**config.mk**
```make
export PLATFORM = sky130hd
export DESIGN_NAME = temporizador_decrescente
export DESIGN_NICKNAME = d
export VERILOG_FILES = /design/src/rtl/temporizador_decrescente_pkg.sv /design/src/rtl/temporizador_decrescente_nucleo.sv /design/src/rtl/temporizador_decrescente.sv
export SDC_FILE = /design/constraint.sdc
export NUM_CORES = 1
export LEC_CHECK = 0
export ABC_AREA = 1
export CORE_MARGIN = 1.5
export CORE_UTILIZATION = 36
export DETAILED_ROUTE_END_ITERATION = 8
export PLACE_DENSITY = 0.7
export SLEW_MARGIN = 20
export SYNTH_ARGS = -nofsm -noshare
export SYNTH_HDL_FRONTEND = slang
export SYNTH_SLANG_ARGS = --single-unit
export TNS_END_PERCENT = 5
```
**constraint.sdc**
```tcl
create_clock -name clk -period 1.99 [get_ports clk]
set_clock_uncertainty 0.15 [all_clocks]
set_input_delay 0.199 -clock clk [delete_from_list [all_inputs] [get_ports clk]]
set_output_delay 0.199 -clock clk [all_outputs]
set_load 0.02 [all_outputs]
```
**src/rtl/temporizador_decrescente_pkg.sv**
```systemverilog
// Shared definitions for the down-counting timer: FSM state encoding
// used by the RTL and by the testbench.
package temporizador_decrescente_pkg;

  typedef enum logic [1:0] {
    IDLE  = 2'b00,
    COUNT = 2'b01,
    DONE  = 2'b10
  } state_t;

  localparam int DEFAULT_WIDTH = 4;

endpackage

```
**src/rtl/temporizador_decrescente_nucleo.sv**
```systemverilog
// WIDTH-bit down counter core: synchronous clear, load, enable and an
// is-one flag. Priority is clear > load > decrement. The count never
// decrements from zero, so it can never wrap.
module contador_decrescente_nucleo #(
  parameter int WIDTH = 4
) (
  input  logic             clk,
  input  logic             clr,
  input  logic             clear,
  input  logic             load,
  input  logic [WIDTH-1:0] load_data,
  input  logic             en,
  output logic [WIDTH-1:0] count,
  output logic             is_one
);

  // Count register: async reset to zero, then clear/load/decrement.
  always_ff @(posedge clk or posedge clr) begin
    if (clr) begin
      count <= '0;
    end else if (clear) begin
      count <= '0;
    end else if (load) begin
      count <= load_data;
    end else if (en && (count != '0)) begin
      count <= count - WIDTH'(1);
    end
  end

  assign is_one = (count == WIDTH'(1));

endmodule

```
**src/rtl/temporizador_decrescente.sv**
```systemverilog
// Down-counting timer with start/stop/pause and optional auto-reload.
// The FSM (IDLE/COUNT/DONE) lives here; the count register lives in the
// counter core. busy and done are decoded from the registered state only,
// so done rises exactly when q reaches zero and lasts one cycle.
module temporizador_decrescente
  import temporizador_decrescente_pkg::*;
#(
  parameter int WIDTH = 4
) (
  input  logic             clk,
  input  logic             clr,
  input  logic             start,
  input  logic [WIDTH-1:0] load_val,
  input  logic             auto_reload,
  input  logic             pause,
  input  logic             stop,
  output logic [WIDTH-1:0] q,
  output logic             busy,
  output logic             done,
  output logic [1:0]       state
);

  state_t           st;
  logic [WIDTH-1:0] reload;
  logic             cnt_clear;
  logic             cnt_load;
  logic             cnt_en;
  logic [WIDTH-1:0] cnt_data;
  logic             cnt_is_one;

  contador_decrescente_nucleo #(
    .WIDTH(WIDTH)
  ) u_nucleo (
    .clk      (clk),
    .clr      (clr),
    .clear    (cnt_clear),
    .load     (cnt_load),
    .load_data(cnt_data),
    .en       (cnt_en),
    .count    (q),
    .is_one   (cnt_is_one)
  );

  // Counter control derived from the current state and inputs; stop always wins.
  always_comb begin
    cnt_clear = 1'b0;
    cnt_load  = 1'b0;
    cnt_en    = 1'b0;
    cnt_data  = reload;
    case (st)
      IDLE: begin
        if (!stop && start && (load_val != '0)) begin
          cnt_load = 1'b1;
          cnt_data = load_val;
        end
      end
      COUNT: begin
        if (stop) begin
          cnt_clear = 1'b1;
        end else if (!pause) begin
          cnt_en = 1'b1;
        end
      end
      DONE: begin
        if (stop) begin
          cnt_clear = 1'b1;
        end else if (auto_reload && (reload != '0)) begin
          cnt_load = 1'b1;
        end
      end
      default: cnt_clear = 1'b1;
    endcase
  end

  // FSM and reload register; start is only accepted in IDLE.
  always_ff @(posedge clk or posedge clr) begin
    if (clr) begin
      st     <= IDLE;
      reload <= '0;
    end else begin
      case (st)
        IDLE: begin
          if (!stop && start) begin
            reload <= load_val;
            st     <= (load_val != '0) ? COUNT : DONE;
          end
        end
        COUNT: begin
          if (stop) begin
            st <= IDLE;
          end else if (!pause && cnt_is_one) begin
            st <= DONE;
          end
        end
        DONE: begin
          if (stop) begin
            st <= IDLE;
          end else if (auto_reload && (reload != '0)) begin
            st <= COUNT;
          end else begin
            st <= IDLE;
          end
        end
        default: st <= IDLE;
      endcase
    end
  end

  assign busy  = (st == COUNT);
  assign done  = (st == DONE);
  assign state = st;

endmodule

```
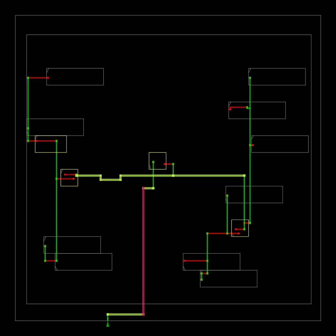
final_clocks.png
flop count: 10
CTS Buf Count: 3

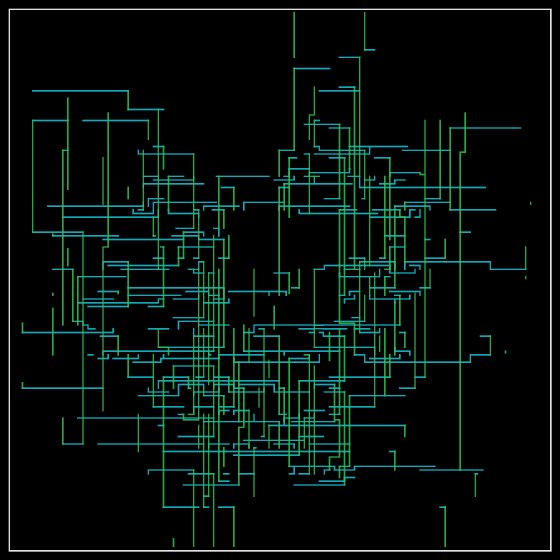
metal_stack.png
Only two layers are drawn.
Cyan shows met1, wire length 767 µm. Green shows met2, wire length 792 µm.

==> impl_metrics.json <==
{
  "hpwl_um": 1340,
  "status": "finished, final reports clean",
  "p_switching_mw": 0.666,
  "n_antenna_cell": 0,
  "timing.fmax_ghz": 0.560,
  "peakVddDrop_uv": 745,
  "p_int_mw": 0.763,
  "seqPwrFrac": 0.268,
  "die_area_um2": 2440,
  "area_delta_synth_final_pct": 31.7,
  "drv_cap": 0,
  "synth_chip_area_um2": 774,
  "top_cell": "nand2_1",
  "fin_hold_ws_ns": 0.0503,
  "grt_pass1_vias": 690,
  "period_needed_ns": 1.79,
  "cts_tree": "yes",
  "ys_sh_adder": 0.113,
  "overflow": 0,
  "clock_latency_ns": 0.27,
  "crit_fanout": 6,
  "slowest_delay_ns": 0.42,
  "wl_per_cell_um": 10.4,
  "viasPerCell": 4.47,
  "fin_nets": 151,
  "criticalPathCategory": "flop to flop",
  "drc": 0,
  "hp-class": "primary input to asynchronous set/reset pin",
  "numSynthFlops": 10,
  "yosys.area_share.simple": 0.412
}
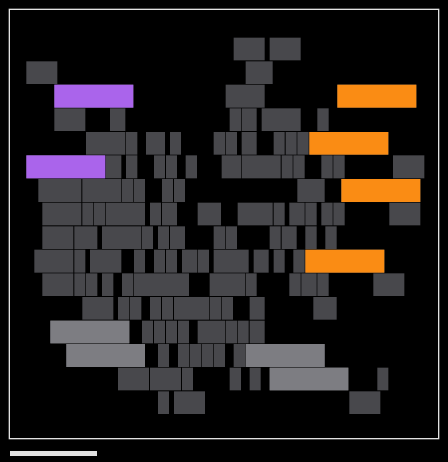
registers.png
The bar under the picture is 10 µm long.
Orange shows `u_nucleo.count`, placed flops 4. Purple shows `state`, placed flops 2.
Another 4 sequential cells are not colored.

layout make-up:
class | instances | area, µm²
clock buffers | 4 | 36.3
fillers | 205 | 982
repair buffers | 17 | 175
multi-input cells | 82 | 444
well taps | 27 | 33.8
inverters | 20 | 80.1
flip-flops and latches | 10 | 250
per-stage QoR:
step / cells / worst slack, ns / util / power (mW)
2_1_floorplan: 112 / 0.226 / - / 0.989
3_3_place_gp: 156 / 0.213 / 0.489 / 1.24
3_5_place_dp: 156 / 0.210 / 0.489 / 1.25
5_1_grt: 160 / 0.0250 / 0.509 / 1.58
4_1_cts: 160 / 0.0413 / 0.507 / 1.45
6_report: 160 / 0.203 / 0.509 / 1.43
path summary, 6_finish.rpt:
| kind | start | to | slack, ns | depth (start not counted) |
|---|---|---|---|---|
| worst max-delay path | state[0] | u_nucleo.count[1] | 0.20 | 10 |
| min in group clk | reload[3] | reload[3] | 0.38 | 2 |
| worst min-delay path | clr | reload[0] | 0.05 | 2 |
| worst max register to register | state[0] | u_nucleo.count[1] | 0.20 | 10 |
| worst min register to register | reload[3] | reload[3] | 0.38 | 2 |
| max in group asynchronous | clr | state[0] | 1.36 | 2 |
state kept, by name, summed over array words and instances, names as in the netlist:
name / flops
reload: 4
state: 2
u_nucleo.count: 4
repair_timing:
item	in CTS	in global routing
endpoints found under the setup margin	0	2
resized	0	2
buffers inserted	0	0
per-layer routing:
| layer | GRT usage | part of all wire |
|---|---|---|
| met1 | 0.205 | 0.46 |
| met2 | 0.250 | 0.48 |
| met3 | 0.0491 | 0.047 |
| met4 | 0.0556 | 0.012 |
| met5 | 0 | 0 |
critical path: cells and delay by family (launching register included):
family	cells	cell delay (ns)
adders and majority gates	1	0.28
DFF	1	0.42
and+or+nand+nor	7	0.65
buffers and inverters	2	0.17
No activity file was given, so power comes from the tool's default toggle rates.
